Fig. 1: cells by drive strength
Bar = 50 microns.
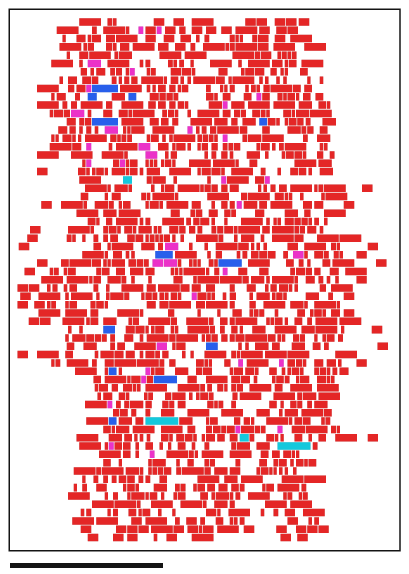
Fig. 2: sequential cells coloured by netlist name
Bar = 50 microns. Other sequential cells in the stronger grey, the rest of the logic in the fainter grey.
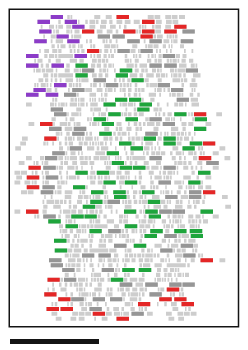
### src/rtl/scarv_soc_mtime.sv
// Memory-mapped machine timer: 64-bit mtime/mtimecmp, ctrl register, registered timer_irq.
// Define SCARV_SOC_MTIME_WRITE_EN to make mtime words 0/1 writable from the bus.
module scarv_soc_mtime #(
    parameter int unsigned PRESCALE = 1,
    parameter int unsigned ADDR_LSB = 2
) (
    input  logic        g_clk,
    input  logic        g_reset,
    input  logic        mem_req,
    output logic        mem_gnt,
    input  logic        mem_wen,
    input  logic [3:0]  mem_strb,
    input  logic [31:0] mem_wdata,
    input  logic [31:0] mem_addr,
    output logic        mem_recv,
    input  logic        mem_ack,
    output logic        mem_error,
    output logic [31:0] mem_rdata,
    output logic        timer_irq
);

`ifdef SCARV_SOC_MTIME_WRITE_EN
    localparam bit MTIME_WR = 1'b1;
`else
    localparam bit MTIME_WR = 1'b0;
`endif

    localparam logic [15:0] PRE_MAX = 16'(PRESCALE - 1);

    logic [63:0] mtime;
    logic [63:0] mtimecmp;
    logic        ctrl_en;
    logic        ctrl_mask;
    logic [15:0] pre_cnt;

    logic [2:0]  sel;
    logic        accept;
    logic        sel_err;
    logic        wr;
    logic        tick;
    logic [31:0] rd_val;
    logic        addr_unused;

    // Handshake: a request transfers on mem_req && mem_gnt; a response transfers on
    // mem_recv && mem_ack. mem_gnt opens whenever the response slot is empty or draining.
    assign mem_gnt     = !mem_recv || mem_ack;
    assign accept      = mem_req && mem_gnt;
    assign sel         = mem_addr[ADDR_LSB+2:ADDR_LSB];
    assign addr_unused = ^mem_addr;

    assign sel_err = (sel > 3'd4) || (mem_wen && !MTIME_WR && (sel <= 3'd1));
    assign wr      = accept && mem_wen && !sel_err;
    assign tick    = ctrl_en && (pre_cnt == PRE_MAX);

    function automatic logic [31:0] merge(input logic [31:0] old, input logic [31:0] wd,
                                          input logic [3:0] strb);
        logic [31:0] r;
        for (int i = 0; i < 4; i++) begin
            r[i*8 +: 8] = strb[i] ? wd[i*8 +: 8] : old[i*8 +: 8];
        end
        return r;
    endfunction

    always_comb begin
        rd_val = 32'd0;
        case (sel)
            3'd0:    rd_val = mtime[31:0];
            3'd1:    rd_val = mtime[63:32];
            3'd2:    rd_val = mtimecmp[31:0];
            3'd3:    rd_val = mtimecmp[63:32];
            3'd4:    rd_val = {30'd0, ctrl_mask, ctrl_en};
            default: rd_val = 32'd0;
        endcase
    end

    // A bus write to either mtime word replaces that cycle's increment for the whole value.
    always_ff @(posedge g_clk) begin
        if (g_reset) begin
            mtime     <= 64'd0;
            mtimecmp  <= 64'hFFFF_FFFF_FFFF_FFFF;
            ctrl_en   <= 1'b1;
            ctrl_mask <= 1'b0;
            pre_cnt   <= 16'd0;
            timer_irq <= 1'b0;
        end else begin
            if (ctrl_en) begin
                pre_cnt <= tick ? 16'd0 : pre_cnt + 16'd1;
            end
            if (wr && sel == 3'd0) begin
                mtime[31:0] <= merge(mtime[31:0], mem_wdata, mem_strb);
            end else if (wr && sel == 3'd1) begin
                mtime[63:32] <= merge(mtime[63:32], mem_wdata, mem_strb);
            end else if (tick) begin
                mtime <= mtime + 64'd1;
            end
            if (wr && sel == 3'd2) begin
                mtimecmp[31:0] <= merge(mtimecmp[31:0], mem_wdata, mem_strb);
            end
            if (wr && sel == 3'd3) begin
                mtimecmp[63:32] <= merge(mtimecmp[63:32], mem_wdata, mem_strb);
            end
            if (wr && sel == 3'd4 && mem_strb[0]) begin
                ctrl_en   <= mem_wdata[0];
                ctrl_mask <= mem_wdata[1];
            end
            timer_irq <= !ctrl_mask && (mtime >= mtimecmp);
        end
    end

    // Response slot: reads sample the pre-write register value in the acceptance cycle.
    always_ff @(posedge g_clk) begin
        if (g_reset) begin
            mem_recv  <= 1'b0;
            mem_error <= 1'b0;
            mem_rdata <= 32'd0;
        end else if (accept) begin
            mem_recv  <= 1'b1;
            mem_error <= sel_err;
            mem_rdata <= (mem_wen || sel_err) ? 32'd0 : rd_val;
        end else if (mem_recv && mem_ack) begin
            mem_recv  <= 1'b0;
            mem_error <= 1'b0;
            mem_rdata <= 32'd0;
        end
    end

endmodule

### config.mk
export PLATFORM = sky130hd
export DESIGN_NAME = scarv_soc_mtime
export DESIGN_NICKNAME = d
export VERILOG_FILES = /design/src/rtl/scarv_soc_mtime.sv
export SDC_FILE = /design/constraint.sdc
export NUM_CORES = 1
export LEC_CHECK = 0
export CORE_ASPECT_RATIO = 1.4
export CORE_MARGIN = 2
export CORE_UTILIZATION = 44
export CTS_BUF_LIST = sky130_fd_sc_hd__clkbuf_2
export DETAILED_ROUTE_END_ITERATION = 6
export GPL_TIMING_DRIVEN = 0
export PLACE_DENSITY = 0.73
export SYNTH_ARGS = -nofsm -noshare
export SYNTH_HDL_FRONTEND = slang
export SYNTH_SLANG_ARGS = --single-unit
export TNS_END_PERCENT = 1
### constraint.sdc
create_clock -name g_clk -period 5.72 [get_ports g_clk]
set_clock_uncertainty 0.05 [all_clocks]
set_input_delay 1.144 -clock g_clk [delete_from_list [all_inputs] [get_ports g_clk]]
set_output_delay 1.144 -clock g_clk [all_outputs]
set_load 0.1 [all_outputs]
==> results_dict.tcl <==
# metrics dict for downstream scripts
set metrics [dict create \
    status "complete, no violations" \
    ys_cells 1115 \
    logic_area_sq_mm 0.00523 \
    nets 1351 \
    die_w_microns 127 \
    r2r_slack_ns 2.36 \
    ys_seq_frac 0.387 \
    max_slew_margin 0.344 \
    grt_start_max_net_pins 17 \
    p_leak_uw 0.00448 \
    viasPerCell 5.83 \
    ff_type "dfxtp_1" \
    path_class "input port to primary output" \
    synth_cell_types 50 \
    cts_tree "built" \
    hold_viol 0 \
    drv_cap 0 \
    path_clk_slew_ns 0.22 \
    top_area_frac 0.387 \
    yosys_area_sq_mm 0.00937 \
    synth_area_per_cell_sq_um 8.40 \
    ys_seq_elements 181 \
    antenna_found_initial 1 \
    clockBufferDepth 2 \
    syn_area_sq_mm 0.00937 \
    finalSetupViolations 0 \
    log.warning_count 56 \
    fillers 2063 \
    dp.cells 1452 \
    wirelength_mm 27.3 \
    end_kind "primary output" \
    area_growth_pct 14.1 \
    period_used_share 0.728 \
    rows 63 \
    clk_latency_ns 0.83 \
    htree_levels 4 \
    synthArstFlopShare 0 \
    layout_top_cell "dfxtp_1" \
    grt_overflow_total 0 \
    synth-edff-count 0 \
    tns_ns 0 \
    wl_per_cell_microns 18.4 \
    grt_usage 0.244 \
    fin_crit_ns 4.16 \
    irDropWorstVdd_mv 0.113 \
    grt_pass1_vias 8162 \
    dp_hpwl_mm 20.9 \
    worst_slew_pin_slew_ns 0.981 \
    floorplan.nets 1255 \
    cts_sinks 181 \
    core_area_sq_mm 0.0210 \
    fp.dieArea_sq_mm 0.0225 \
    final_cell_mix "dfxtp_1 (181), nor2_1 (128), a21oi_1 (101), nand2_1 (86), clkdlybuf4s50_1 (77)" \
    max_freq_ghz 0.240 \
    cts_setup_buffers 0 \
    initial_core_util 0.445 \
    arrival_ns 2.97 \
    crit_required_ns 4.53 \
    grt_pass1_wl_mm 42.8 \
    drcViolationCount 0 \
    hold_class "register to register" \
    finalWorstSetupSlack_ns 1.56 \
    rsz0062_at_grt "false" \
    yosysTopAreaCell "dfxtp_1" \
    via_count 8639 \
    syn_inst 1115 \
    fin_cells 1483 \
]
Notes on Fig. 1 above:
colour	size	cells	share
cyan	drive 6 and up	4	0.33%
blue	drive 3 to 4	12	0.98%
magenta	drive 2	35	2.9%
red	drive 1 or less	1,171	96%

Notes on Fig. 2 above:
colour	name in the netlist	flops
red	mem_rdata	32
green	mtime	64
purple	pre_cnt	16

-- state kept, by name, indices dropped and copies added (netlist names) --
| signal | count |
|---|---|
| timer_irq | 1 |
| ctrl_en | 1 |
| ctrl_mask | 1 |
| mem_rdata | 32 |
| pre_cnt | 16 |
| mtimecmp | 64 |
| mem_error | 1 |
| mem_recv | 1 |
| mtime | 64 |
-- synthesized netlist by cell type, types with 13 or more instances --
cell	n
clkbuf_1	54
o21ai_0	20
xor2_1	52
nand2_1	86
o211ai_1	51
a21oi_1	101
ha_1	67
dfxtp_1	181
nand4_1	37
and3_1	13
nor2_1	128
a22oi_1	64
nand3_1	44
a211o_1	15
and2_1	14
or3_1	15
inv_1	76
-- where the power goes --
group	internal (uW)	switching [uW]
Clock	194	464
Combinational	70.8	143
Sequential	1280	10.0
-- layout make-up --
type,instances,share of cell area
Antenna cell,1,0.000234
Buffer,60,0.0217
Clock buffer,17,0.00796
Clock inverter,13,0.0126
Inverter,76,0.0267
Multi-Input combinational cell,798,0.489
Sequential cell,181,0.339
Tap cell,260,0.0304
Timing Repair Buffer,77,0.0721
-- per-stage QoR --
| stage | hold slack [ns] | total power [uW] | instance area [sq um] |
|---|---|---|---|
| 2_1_floorplan | 0.412 | 1430 | 9370 |
| 5_1_grt | 0.489 | 2220 | 10700 |
| 3_5_place_dp | 0.427 | 1520 | 10500 |
| 3_3_place_gp | 0.420 | 1520 | 10500 |
| 4_1_cts | 0.457 | 2160 | 10700 |
| 6_report | 0.455 | 2160 | 10700 |
-- worst max-delay path, stage by stage --
cell and delay [ns]:
clkdlybuf4s50_1 0.44, nand2b_1 0.21, clkdlybuf4s50_1 1.17
-- cell families after synthesis --
family,after synthesis,synth area share
DFF,181,0.387
muxes,3,0.00347
buffers and inverters,136,0.0552
adders and majority gates,67,0.0895
xor gates and xnor gates,62,0.0580
AOI/OAI and AO/OA,275,0.191
and+or+nand+nor,391,0.215
-- final timing paths --
kind,cells past startpoint,start,endpoint
max,3,mem_ack,mem_gnt
min,2,pre_cnt[1],pre_cnt[1]
max reg2reg,8,mtime[0],timer_irq
min reg2reg,2,pre_cnt[1],pre_cnt[1]
-- per-layer routing --
| metal | track usage | vias to the layer above | share of wire |
|---|---|---|---|
| met5 | 0 | - | 0 |
| met3 | 0.0348 | 76 | 0.051 |
| li1 | - | 4161 | - |
| met2 | 0.447 | 291 | 0.52 |
| met1 | 0.278 | 4111 | 0.39 |
| met4 | 0.114 | 0 | 0.042 |
Power and IR drop assume default switching activity.
